Fig. 1: cell density map
8 x 8 tiles, from black (low) to pale yellow (high), 0 to 100% covered.
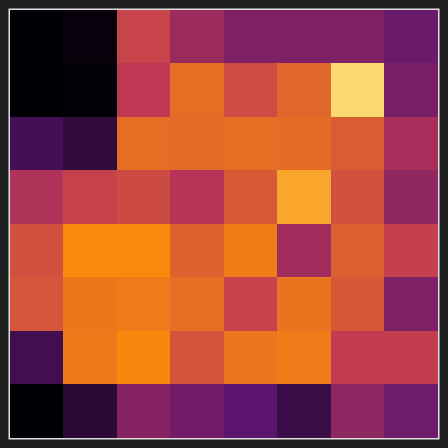
Fig. 2: sequential cells grouped by signal name
Scale bar: 20 um.
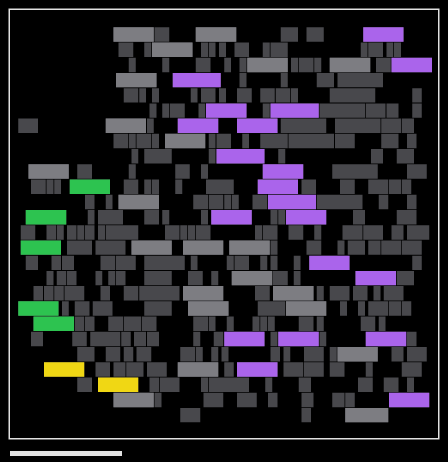
Fig. 3: wiring by layer
Scale bar: 20 um. Only two layers are drawn.
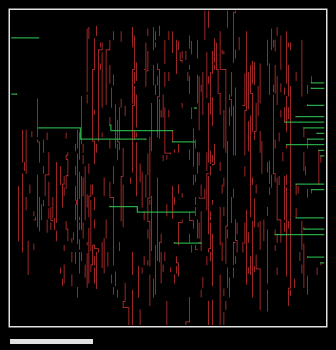
Fig. 4: placement by cell class
Scale bar: 20 um. Fill, decap, tap and diode cells in grey.
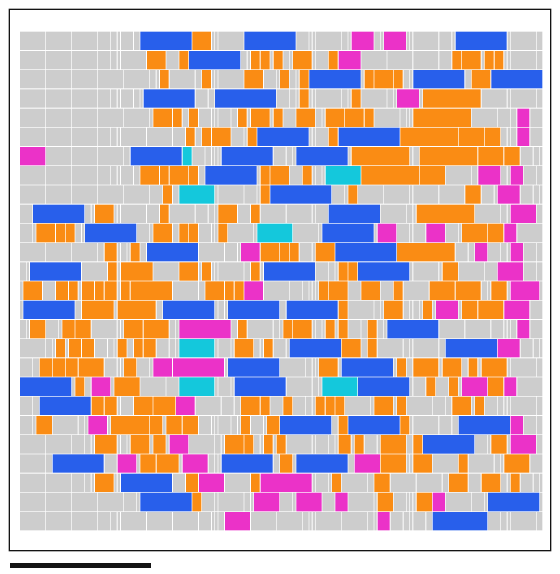
## config.mk

```make
export PLATFORM = sky130hd
export DESIGN_NAME = cb_cfg_chain
export DESIGN_NICKNAME = d
export VERILOG_FILES = /design/src/rtl/cb_cfg_pkg.sv /design/src/rtl/cb_cfg_chain_route_mux.sv /design/src/rtl/cb_cfg_chain.sv
export SDC_FILE = /design/constraint.sdc
export NUM_CORES = 1
export LEC_CHECK = 0
export CAP_MARGIN = 20
export CORE_UTILIZATION = 43
export DETAILED_ROUTE_END_ITERATION = 10
export PLACE_DENSITY_LB_ADDON = 0.1
export SYNTH_ARGS = -nofsm -noshare
export SYNTH_HDL_FRONTEND = slang
export SYNTH_SLANG_ARGS = --single-unit
```

## constraint.sdc

```tcl
create_clock -name prog_clk -period 2 [get_ports prog_clk]
set_clock_uncertainty 0.2 [all_clocks]
set_input_delay 0.4 -clock prog_clk [delete_from_list [all_inputs] [get_ports prog_clk]]
set_output_delay 0.4 -clock prog_clk [all_outputs]
set_load 0.01 [all_outputs]
```

## src/rtl/cb_cfg_pkg.sv

```systemverilog
// Shared types and helpers for the cb_cfg_chain connection block.
// Optional feature macro: CB_CFG_PARITY_EN (adds an even-parity bit to the chain).
package cb_cfg_pkg;

  typedef enum logic [1:0] {
    IDLE = 2'd0,
    LOAD = 2'd1,
    FULL = 2'd2
  } cfg_state_e;

  // Ceiling log2, returns 0 for v <= 1
  function automatic int unsigned clog2(input int unsigned v);
    int unsigned r;
    r = 0;
    for (int unsigned i = 0; i < 32; i++) begin
      if ((64'd1 << i) < 64'(v)) r = i + 1;
    end
    return r;
  endfunction

  // Active config width: one select field per CLB pin plus two steering bits per track
  function automatic int unsigned cfg_len(input int unsigned track_w, input int unsigned clb_in);
    return clb_in * clog2(2 * track_w) + 2 * track_w;
  endfunction

  // Steering bit for sb_feed_out[k]
  function automatic int unsigned sb_bit(input int unsigned k);
    return 2 * k;
  endfunction

  // Steering bit for track_out[k]
  function automatic int unsigned trk_bit(input int unsigned k);
    return 2 * k + 1;
  endfunction

  // LSB of the select field for CLB pin i
  function automatic int unsigned sel_lsb(input int unsigned track_w, input int unsigned sel_w,
                                          input int unsigned i);
    return 2 * track_w + i * sel_w;
  endfunction

endpackage

```

## src/rtl/cb_cfg_chain_route_mux.sv

```systemverilog
// Pool-to-pin selector; selects beyond the pool width yield 0.
module cb_route_mux
  import cb_cfg_pkg::*;
#(
  parameter int unsigned POOL_W = 8,
  parameter int unsigned SEL_W  = 3
) (
  input  logic [POOL_W-1:0] pool,
  input  logic [SEL_W-1:0]  sel,
  output logic              y
);

  // Out-of-range selects (non-power-of-2 pool) drive 0
  always_comb begin
    y = 1'b0;
    if (32'(sel) < POOL_W) y = pool[sel];
  end

endmodule

```

## src/rtl/cb_cfg_chain.sv

```systemverilog
// Parametrised connection block with serial shadow config chain and atomic commit.
// Optional feature macro: CB_CFG_PARITY_EN (chain gains an even-parity bit checked on commit).
module cb_cfg_chain
  import cb_cfg_pkg::*;
#(
  parameter int unsigned TRACK_W = 4,
  parameter int unsigned CLB_IN  = 4
) (
  input  logic               prog_clk,
  input  logic               prog_rst_n,
  input  logic               prog_in,
  input  logic               prog_en,
  input  logic               prog_commit,
  output logic               prog_out,
  output logic               cfg_valid,
  output logic               cfg_err,
  input  logic [TRACK_W-1:0] track_in_a,
  input  logic [TRACK_W-1:0] track_in_b,
  input  logic [TRACK_W-1:0] sb_feed_in,
  input  logic               clb_out,
  output logic [CLB_IN-1:0]  clb_in,
  output logic [TRACK_W-1:0] track_out,
  output logic [TRACK_W-1:0] sb_feed_out
);

  localparam int unsigned POOL_W   = 2 * TRACK_W;
  localparam int unsigned SEL_W    = clog2(POOL_W);
  localparam int unsigned CFG_BITS = cfg_len(TRACK_W, CLB_IN);
`ifdef CB_CFG_PARITY_EN
  localparam int unsigned CHAIN_LEN = CFG_BITS + 1;
`else
  localparam int unsigned CHAIN_LEN = CFG_BITS;
`endif
  localparam int unsigned CNT_W = clog2(CHAIN_LEN + 1);

  cfg_state_e           state, state_nxt;
  logic [CNT_W-1:0]     count, count_nxt;
  logic [CHAIN_LEN-1:0] shadow, shadow_nxt;
  logic [CFG_BITS-1:0]  active, active_nxt;
  logic                 valid_nxt, err_nxt;
  logic                 parity_ok;
  logic [POOL_W-1:0]    pool;
  logic [CLB_IN-1:0]    pick;

  // Parity gate on commit (always passes without the parity feature)
`ifdef CB_CFG_PARITY_EN
  assign parity_ok = (shadow[CFG_BITS] == ^shadow[CFG_BITS-1:0]);
`else
  assign parity_ok = 1'b1;
`endif

  // State and config registers with synchronous active-low reset
  always_ff @(posedge prog_clk) begin
    if (!prog_rst_n) begin
      state     <= IDLE;
      count     <= '0;
      shadow    <= '0;
      active    <= '0;
      cfg_valid <= 1'b0;
      cfg_err   <= 1'b0;
    end else begin
      state     <= state_nxt;
      count     <= count_nxt;
      shadow    <= shadow_nxt;
      active    <= active_nxt;
      cfg_valid <= valid_nxt;
      cfg_err   <= err_nxt;
    end
  end

  // Next-state: commit has priority over shift and drops prog_in
  always_comb begin
    state_nxt  = state;
    count_nxt  = count;
    shadow_nxt = shadow;
    active_nxt = active;
    valid_nxt  = cfg_valid;
    err_nxt    = cfg_err;
    if (prog_commit) begin
      if (state == FULL && parity_ok) begin
        active_nxt = shadow[CFG_BITS-1:0];
        valid_nxt  = 1'b1;
        err_nxt    = 1'b0;
        count_nxt  = '0;
        state_nxt  = IDLE;
      end else begin
        err_nxt = 1'b1;
      end
    end else if (prog_en) begin
      shadow_nxt = {prog_in, shadow[CHAIN_LEN-1:1]};
      if (count != CNT_W'(CHAIN_LEN)) count_nxt = count + CNT_W'(1);
      case (state)
        IDLE, LOAD: state_nxt = (count_nxt == CNT_W'(CHAIN_LEN)) ? FULL : LOAD;
        FULL:       state_nxt = FULL;
        default:    state_nxt = IDLE;
      endcase
    end
  end

  // Shadow bit 0 is the daisy-chain output
  assign prog_out = shadow[0];

  // Interleave the two track buses into the select pool
  always_comb begin
    pool = '0;
    for (int unsigned k = 0; k < TRACK_W; k++) begin
      pool[2*k]   = track_in_a[k];
      pool[2*k+1] = track_in_b[k];
    end
  end

  for (genvar i = 0; i < CLB_IN; i++) begin : g_pin
    cb_route_mux #(
      .POOL_W(POOL_W),
      .SEL_W (SEL_W)
    ) u_mux (
      .pool(pool),
      .sel (active[sel_lsb(TRACK_W, SEL_W, i) +: SEL_W]),
      .y   (pick[i])
    );
  end

  // Track steering, all routing forced low until a config is active
  always_comb begin
    clb_in      = '0;
    track_out   = '0;
    sb_feed_out = '0;
    if (cfg_valid) begin
      clb_in = pick;
      for (int unsigned k = 0; k < TRACK_W; k++) begin
        sb_feed_out[k] = active[sb_bit(k)] ? track_in_b[k] : clb_out;
        track_out[k]   = active[trk_bit(k)] ? clb_out : sb_feed_in[k];
      end
    end
  end

endmodule

```

==> Slide: Implementation Results <==
Synthesis and Place & Route Summary

Synthesis
  – Chip area in the Yosys report: between 2000 and 2500 um2
  – Average cell area after synthesis: 8.80 um2
  – Top cell type's share of synthesized area: around two fifths
  – Mapped cell area: 2380 um2
  – Post-synth seq share: 41.2%
  – # Cells Yosys: around 270
  – Synth area leaders: dfxtp_1 41%, nand2_1 13%, a21boi_1 12%, mux4_2 7.6%, mux2i_1 5.9%
  – Distinct lib cells: 31
  – Flops & latches, synth: 49
  – Warnings, synthesis: 0
  – Syn_nets: about 290
  – Synth area leader: dfxtp_1

Power and ir drop
  – Comb group: 0.151 mW
  – Combinational share of power: under 10%
  – Switching power total: 0.378 mW
  – Leakage: 1.03 nW
  – Pwr/cell area: 594 nW/um2
  – Sequential Power Share: 57.3%
  – Clock Power Share: 33.9%
  – Switching power share of the total: between 20 and 25%
  – Top Consumer: sequential cells
  – Total power: 1.71 mW
  – Peak VDD IR: 319 uV
  – Clk. pwr: 0.581 mW
  – P_int: 1.33 mW

Cells and area
  – Layout area overhead: 20.8%
  – Fillers: 519
  – Proportion of layout cells with a drive suffix above 1: 16.7%
  – Most frequent logic cell in the layout: nand2_1
  – Final Non-Filler Cells: 376
  – Layout net count: 326
  – Most frequent cells in the layout: 82 x nand2_1, 44 x dfxtp_1, 39 x a21boi_1, 14 x mux2i_1, 14 x nor2b_1
  – Ant. Diodes: 0

Worst setup path
  – Max FO, Critical Path: 3
  – Critical path origin: active[8]$_SDFFE_PN0P_
  – Crit Reg-Reg Startpoint: count[0]$_SDFFE_PN0P_
  – Reg2reg path depth: 6
  – Crit end category: output pin
  – Data arrival time of the worst path: 1.52 ns
  – Flop2flop setup slack: 0.30 ns
  – Critical path type: flip-flop to output pin
  – CP Capture Point: clb_in[0]

Placement
  – Post-DP HPWL: 3490 um
  – DP Area: 2840 um2
  – Final Wtd Congestion: 0.767
  – Placed insts: 369
  – PortBufs: 32
  – Pre-CTS WS: -0.655 ns

Final timing
  – Final min period: approximately 2.1 ns
  – Worst hold slack: 0.265 ns
  – Final slew viol count: 0
  – Max_slew headroom: 74.6%
  – Endpoints failing setup: 4
  – Setup TNS: -0.370 ns
  – Final Hold Vio Count: 0
  – Worst-margin pin slew: 0.379 ns
  – Unrepaired setup endpoints after global routing: true
  – Post-layout period usage: 106%
  – Fmax: 0.472 GHz
  – Final worst slack: -0.119 ns

Clocking
  – Post-CTS Setup Bufs: 0
  – Num CTS Buffers: 5
  – CTS Hold Bufs: 0
  – Clock Latency Late Sink: 0.30 ns
  – TritonCTS clock tree: done
  – Clock buffer depth: 2
  – CTS sink cnt: 49
  – Root Driver: clkbuf_8
  – Post-CTS sizing: roughly 64
  – H-tree depth: 2

Routing
  – Routed Antenna Nets: 0
  – First-pass iteration count of the detailed router: 4
  – Vias/cell: 5.14
  – Remaining DRCs: 0
  – Drt first-iter violations: roughly 100

Floorplanning
  – Die Footprint: 5840 um2
  – # IOs: 33
  – Die Span Y: 76.5 um
  – Die width: around 76 um

Flow run
  – Max-cap violation count: 0
  – Tool Warnings: 29

Outcome
  – Failing checks: negative setup slack
  – Status: finished, violations left

Hold path
  – Worst hold stages: 2
  – Hold path start: shadow[14]$_SDFFE_PN0P_
  – Hold EP: active[14]$_SDFFE_PN0P_
  – Min-Delay Path Class: flip-flop to flip-flop

Global route
  – Vias in the first global route: 1,807
  – First-pass GRT wire length: 8300 um
  – Largest net degree at the start of global routing: 35
-- Fig. 1 (at the start) --
fullest tile: 92%
emptiest ninth of the die: top left
densest ninth of the die: middle
tiles over 75% full: 3.1%
Core ar.: 5240 um2
final core utilization: 55.0%
Initial Util: 45.5%

-- Fig. 2 (at the start) --
legend:
  state:
    colour: yellow
    sequential_cells: 2
  active:
    colour: purple
    sequential_cells: 20
  count:
    colour: green
    sequential_cells: 5
    where: left middle
sequential power: 0.980 mW
Register Area: 997 um2
flop share of the area: 34.6%

-- Fig. 3 (at the start) --
legend:
  met2:
    colour: red
    wire_length: 2,220 um
  met3:
    colour: green
    wire_length: 171 um
Post-Route WL: 4850 um
GRT Total Usage: 17.7%
via count: 1,932
WL/cell: 12.9 um

-- Fig. 4 (at the start) --
legend:
  clock drivers and dummy loads:
    colour: cyan
    cells: 7
  flip-flops:
    colour: blue
    cells: 49
  other buffers and delay cells:
    colour: magenta
    cells: 46
  all other logic:
    colour: orange
    cells: 204
Core Rows: 26
final instance area: 2880 um2

## per-layer routing
layer / up-vias / share of wire (%) / global-route usage (%)
met5: - / 0 / 0
li1: 982 / - / -
met3: 5 / 3.5 / 3.23
met1: 917 / 50 / 23.1
met2: 28 / 46 / 29.1
met4: 0 / 0.95 / 6.35
## state kept, by name (all words and copies together) (netlist names)
register	count
active	20
shadow	20
count	5
state	2
cfg_err	1
cfg_valid	1
## cell usage after synthesis
master and count:
dfxtp_1 49, a21boi_1 39, buf_4 1, buf_6 1, inv_1 5, a311oi_2 1
nand3_1 6, nand4b_2 1, o211ai_1 1, o21ai_0 3, and3b_1 1, nand2b_1 2
nor2b_1 14, o21a_1 2, nor3_2 1, nand2b_2 1, xnor2_2 1, nor3b_1 1
nand3b_1 1, mux2i_1 14, a31o_1 1, o21ai_1 1, clkbuf_1 7, nand2_2 1
nand2_1 82, mux4_2 8, and2_1 1, buf_2 9, ha_1 2, a21oi_1 10
nor2_1 4
## worst max-delay path: stages (launching register included)
cell and delay, ns:
dfxtp_4 0.38, mux4_2 0.50, mux2i_1 0.16, nor2b_1 0.06
buf_2 0.13
## logic make-up after synthesis
| logic type | Yosys count | share of synthesized area, % |
|---|---|---|
| AND-OR/OR-AND | 58 | 17.2 |
| multiplexers | 22 | 13.4 |
| buffers and inverters | 23 | 4.57 |
| adder cells (fa/ha/maj) | 2 | 1.05 |
| AND/OR/NAND/NOR | 116 | 21.9 |
| XOR/XNOR | 1 | 0.683 |
| flip-flops | 49 | 41.2 |
## final cells by class
cell class / instances / area, um2 / area share, %
tap: 70 / 87.6 / 3.04
inverter: 5 / 18.8 / 0.652
sequential: 49 / 997 / 34.6
multi-input combinational: 199 / 1290 / 44.9
clock buffer: 7 / 86.3 / 3.00
timing repair buffer: 46 / 397 / 13.8
Power and IR drop assume default switching activity.
